## config.mk

```make
export PLATFORM = sky130hd
export DESIGN_NAME = priority_encoder_seq
export DESIGN_NICKNAME = d
export VERILOG_FILES = /design/src/rtl/encoder_pkg.sv /design/src/rtl/priority_encoder_seq_lsb_encoder.sv /design/src/rtl/priority_encoder_seq.sv
export SDC_FILE = /design/constraint.sdc
export NUM_CORES = 1
export LEC_CHECK = 0
export CELL_PAD_IN_SITES_DETAIL_PLACEMENT = 0
export CELL_PAD_IN_SITES_GLOBAL_PLACEMENT = 2
export CORE_ASPECT_RATIO = 1.2
export CORE_MARGIN = 8
export CORE_UTILIZATION = 20
export CTS_CLUSTER_SIZE = 10
export DETAILED_ROUTE_END_ITERATION = 7
export PLACE_DENSITY_LB_ADDON = 0.25
export SETUP_SLACK_MARGIN = 0.4
export SYNTH_ARGS = -nofsm -noshare
export SYNTH_HDL_FRONTEND = slang
export SYNTH_SLANG_ARGS = --single-unit
```

## constraint.sdc

```tcl
create_clock -name clk -period 1.19 [get_ports clk]
set_clock_uncertainty 0.05 [all_clocks]
set_input_delay 0.119 -clock clk [delete_from_list [all_inputs] [get_ports clk]]
set_output_delay 0.119 -clock clk [all_outputs]
set_load 0.02 [all_outputs]
```

## src/rtl/encoder_pkg.sv

```systemverilog
// Shared definitions for the sequential priority encoder: FSM state type and
// bit-scan helpers that operate on a fixed maximum-width vector so they can be
// reused by blocks of any width up to MAX_DECODE_WIDTH (zero-extend on call).
package encoder_pkg;

    // Widest request vector the helpers cover (ENCODE_WIDTH up to 6).
    localparam int MAX_DECODE_WIDTH = 64;

    typedef logic [MAX_DECODE_WIDTH-1:0] wide_vec_t;

    // Two-state serving FSM.
    typedef enum logic [0:0] {
        IDLE  = 1'b0,
        SERVE = 1'b1
    } state_t;

    // Index of the lowest set bit; 0 when the vector is empty.
    function automatic int unsigned lsb_index(input wide_vec_t v);
        int unsigned idx;
        idx = 0;
        for (int i = MAX_DECODE_WIDTH - 1; i >= 0; i--) begin
            if (v[i]) begin
                idx = i;
            end
        end
        return idx;
    endfunction

    // True when exactly one bit of the vector is set.
    function automatic logic is_single_bit(input wide_vec_t v);
        return (v != '0) && ((v & (v - wide_vec_t'(1))) == '0);
    endfunction

endpackage

```

## src/rtl/priority_encoder_seq_lsb_encoder.sv

```systemverilog
// Purely combinational lowest-set-bit to binary index converter.
// Returns 0 for an all-zero vector; callers qualify with their own valid.
module lsb_encoder
    import encoder_pkg::*;
#(
    parameter int ENCODE_WIDTH = 2,
    parameter int DECODE_WIDTH = 2 ** ENCODE_WIDTH
) (
    input  logic [DECODE_WIDTH-1:0] vec,
    output logic [ENCODE_WIDTH-1:0] idx
);

    wide_vec_t vec_wide;

    // Zero-extend to the helper width and scan for the lowest set bit.
    always_comb begin
        vec_wide = '0;
        vec_wide[DECODE_WIDTH-1:0] = vec;
        idx = ENCODE_WIDTH'(lsb_index(vec_wide));
    end

endmodule

```

## src/rtl/priority_encoder_seq.sv

```systemverilog
// Sequential priority encoder: accepts a (multi-)hot request vector over a
// valid/ready handshake and streams out the index of every set bit, lowest
// first, one per output transfer. All outputs are decoded from registered
// state only, so there is no combinational path from any input to any output.
module priority_encoder_seq
    import encoder_pkg::*;
#(
    parameter int ENCODE_WIDTH = 2,
    parameter int DECODE_WIDTH = 2 ** ENCODE_WIDTH
) (
    input  logic                    clk,
    input  logic                    rst,
    input  logic [DECODE_WIDTH-1:0] in,
    input  logic                    in_valid,
    output logic                    in_ready,
    output logic [ENCODE_WIDTH-1:0] out,
    output logic                    out_valid,
    input  logic                    out_ready,
    output logic                    out_last,
    output logic                    busy
);

    state_t                  state;
    state_t                  state_nxt;
    logic [DECODE_WIDTH-1:0] pending;
    logic [DECODE_WIDTH-1:0] pending_nxt;
    logic [DECODE_WIDTH-1:0] lsb_onehot;
    logic [ENCODE_WIDTH-1:0] lsb_idx;
    wide_vec_t               pending_wide;

    lsb_encoder #(
        .ENCODE_WIDTH(ENCODE_WIDTH),
        .DECODE_WIDTH(DECODE_WIDTH)
    ) u_lsb_encoder (
        .vec(pending),
        .idx(lsb_idx)
    );

    // Decode handshake and index outputs from the registered state/pending.
    always_comb begin
        pending_wide = '0;
        pending_wide[DECODE_WIDTH-1:0] = pending;
        in_ready   = (state == IDLE);
        busy       = (state == SERVE);
        out_valid  = (state == SERVE);
        out        = (state == SERVE) ? lsb_idx : '0;
        out_last   = (state == SERVE) && is_single_bit(pending_wide);
        lsb_onehot = DECODE_WIDTH'(1) << lsb_idx;
    end

    // Next-state logic: load on accept, clear the served bit on transfer.
    always_comb begin
        state_nxt   = state;
        pending_nxt = pending;
        case (state)
            IDLE: begin
                // An all-zero vector is accepted but produces no beats.
                if (in_valid) begin
                    pending_nxt = in;
                    state_nxt   = (in != '0) ? SERVE : IDLE;
                end
            end
            SERVE: begin
                if (out_ready) begin
                    pending_nxt = pending & ~lsb_onehot;
                    state_nxt   = (pending_nxt == '0) ? IDLE : SERVE;
                end
            end
            default: begin
                state_nxt   = IDLE;
                pending_nxt = '0;
            end
        endcase
    end

    // State and pending register; reset drops any unserved bits.
    always_ff @(posedge clk or posedge rst) begin
        if (rst) begin
            state   <= IDLE;
            pending <= '0;
        end else begin
            state   <= state_nxt;
            pending <= pending_nxt;
        end
    end

endmodule

```

The clock network:
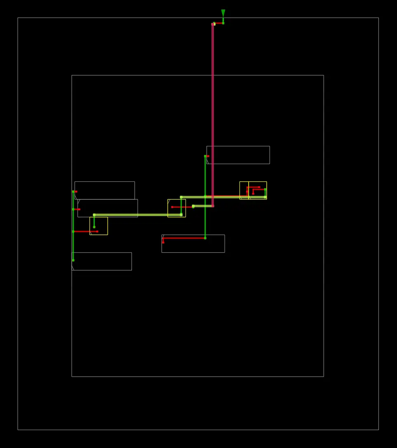
clk ins delay skew pair: 0.25 ns
total clock sinks: 5
Clock Buffer Count: 4

Placement by cell class:
Scale bar: 20 um. Fill, decap, tap and diode cells in gray.
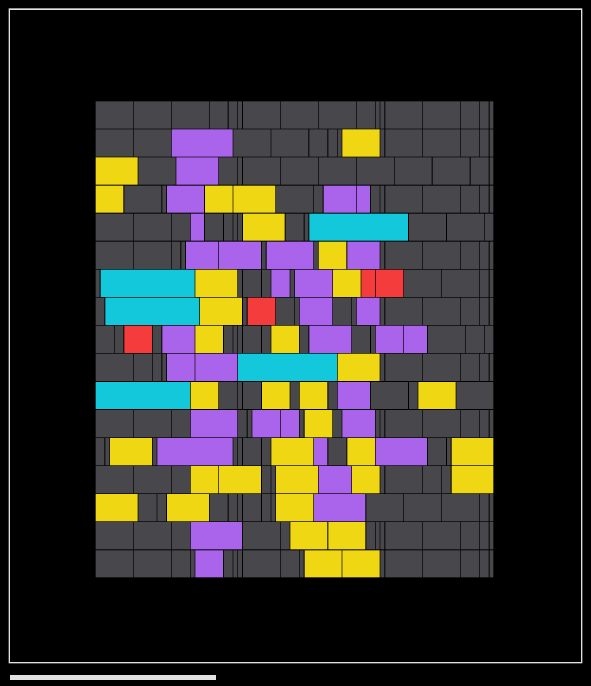
sequential cells -> cyan  # cells 5, share of their area 16%
remaining buffers and delay cells -> yellow  # cells 34, share of their area 42%
clock drivers and dummy loads -> red  # cells 4, share of their area 3.4%
combinational and other logic -> purple  # cells 32, share of their area 39%

Floorplan with the power grid:
Pins as bars on the die edge.
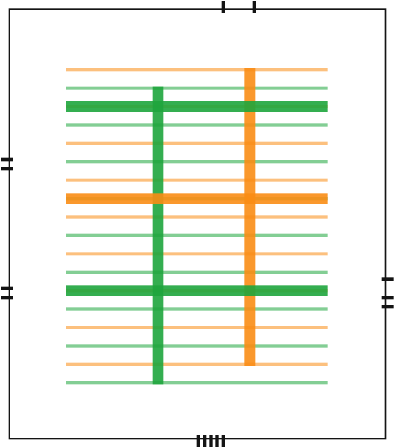
VSS -> green
VDD -> orange
met5 straps = 3
met4 straps = 2

==> summary.txt <==
Ports: 14
Max-Cap Viols: 0
Cells in synth_stat.txt: 41
Final setup margin: -0.399 ns
DRC: 0
Violated checks: negative setup slack
Die ar.: 3500 sq um
Clock root buffer: clkbuf_4
Net switching power: 0.000970 W
OpenROAD warning count: 29
Crit-path max FO: 5
Number of synthesized register bits: 5
Crit path time final: 1.59 ns
Post-Syn Area: 372 sq um
H-Tree Depth: 1
Final setup fails: 10
Slew HR: 79.5%
Crit path DAT: 1.42 ns
Grt total ovfl: 0
Detailed Route WL: 1360 um
RSZ-0062 raised after global routing: true
Reg power frac: 14.7%
Area leader share: 33.7%
Clock Power Share: 8.8%
Post-DRT Antenna Nets: 0
Die H: 63.2 um
Mapped Cells: 41
Hold Vio Cnt, Final: 0
Vias in the first global route: 483
DP HPWL: 922 um
Worst slew pin tran: 0.304 ns
Total power draw: 0.00234 W
Post-route cell area: 805 sq um
Synth Seq Share: 33.7%
Mapped Avg Cell Area: 9.06 sq um
Power Dens Cells: 2910 nW/um^2
Synth warnings: 0
Status: finished with violations
Clock transition at path regs: 0.05 ns
Drt first-iter violations: 2
-- cells by family (layout without fill, tap and decap cells) --
| group | Yosys count | count (layout) | synth area share [%] |
|---|---|---|---|
| adder cells (fa/ha/maj) | 1 | 1 | 3.03 |
| flip-flops | 5 | 5 | 33.7 |
| XOR/XNOR | 1 | 1 | 2.36 |
| AND/OR/NAND/NOR | 13 | 13 | 20.9 |
| multiplexers | 1 | 1 | 2.69 |
| buffers and inverters | 7 | 41 | 10.8 |
| AND-OR/OR-AND | 13 | 13 | 26.6 |
-- per-layer routing --
| metal | part of all wire [%] | global-route usage, % | vias to the layer above |
|---|---|---|---|
| li1 | - | - | 214 |
| met1 | 38 | 7.67 | 200 |
| met2 | 55 | 14.5 | 13 |
| met3 | 4.9 | 3.81 | 2 |
| met4 | 2.0 | 4.63 | 0 |
| met5 | 0 | 0 | - |
-- path summary, 6_finish.rpt --
| kind | start | endpoint | slack, ns | cells after the start |
|---|---|---|---|---|
| max in group asynchronous | rst | busy | 0.86 | 2 |
| min in group clk | in[2] | pending[2] | 0.45 | 3 |
| max | pending[0] | out_last | -0.40 | 3 |
| min | rst | pending[1] | 0.03 | 2 |
| min reg2reg | pending[2] | busy | 0.66 | 3 |
| max reg2reg | pending[3] | busy | -0.19 | 5 |
-- Yosys cell counts --
library cell and instances:
nor3_1 1, a211oi_1 1, buf_2 2, nor2b_1 1
o41ai_1 1, buf_6 1, buf_4 1, inv_1 3
nor2_1 3, o211ai_2 1, a21o_1 1, or3b_1 1
o21ai_1 2, nand2b_1 3, nor3b_1 1, o21ai_0 1
dfrtp_1 5, nand2_1 1, a211oi_2 1, or3_4 1
mux2i_1 1, o211ai_1 1, a22o_1 2, nand3_1 1
xor2_1 1, maj3_2 1, a21oi_1 2
-- final cells by class --
cell class / count / area [sq um]
clock buffer: 4 / 26.3
fill: 185 / 982
inverter: 3 / 20.0
multi-input combinational: 29 / 282
sequential: 5 / 128
tap: 19 / 23.8
timing repair buffer: 34 / 325
-- registers in the layout, summed over array words and instances (netlist names) --
name and flops:
pending 4, busy 1
-- power by group through the flow --
stage / clock (W) / sequential (W) / combinational (W)
4_1_cts: 0.000208 / 0.000350 / 0.00161
6_report: 0.000206 / 0.000343 / 0.00179
3_5_place_dp: 0 / 0.000349 / 0.00119
3_3_place_gp: 0 / 0.000355 / 0.00122
2_1_floorplan: 0 / 0.000346 / 0.000773
5_1_grt: 0.000226 / 0.000351 / 0.00191
-- timing repair --
item                                    4_1_cts  5_1_grt
endpoints found under the setup margin       11       11
resized                                      49       10
pin swaps                                     4        3
setup buffers                                 7        3
gates cloned                                  1        0
-- through the flow --
stage / TNS [ns] / util (%)
final: -1.42 / 45.0
after floorplan: -0.235 / -
after global routing: -1.87 / 45.0
after CTS: -1.60 / 42.3
after detailed placement: -2.64 / 33.9
after global placement: -2.80 / 33.9
-- critical path: stages, from the launching register on --
cell	delay [ns]
dfrtp_1	0.41
or3_4	0.40
a211oi_4	0.22
buf_6	0.15
No activity file was given, so power comes from the tool's default toggle rates.
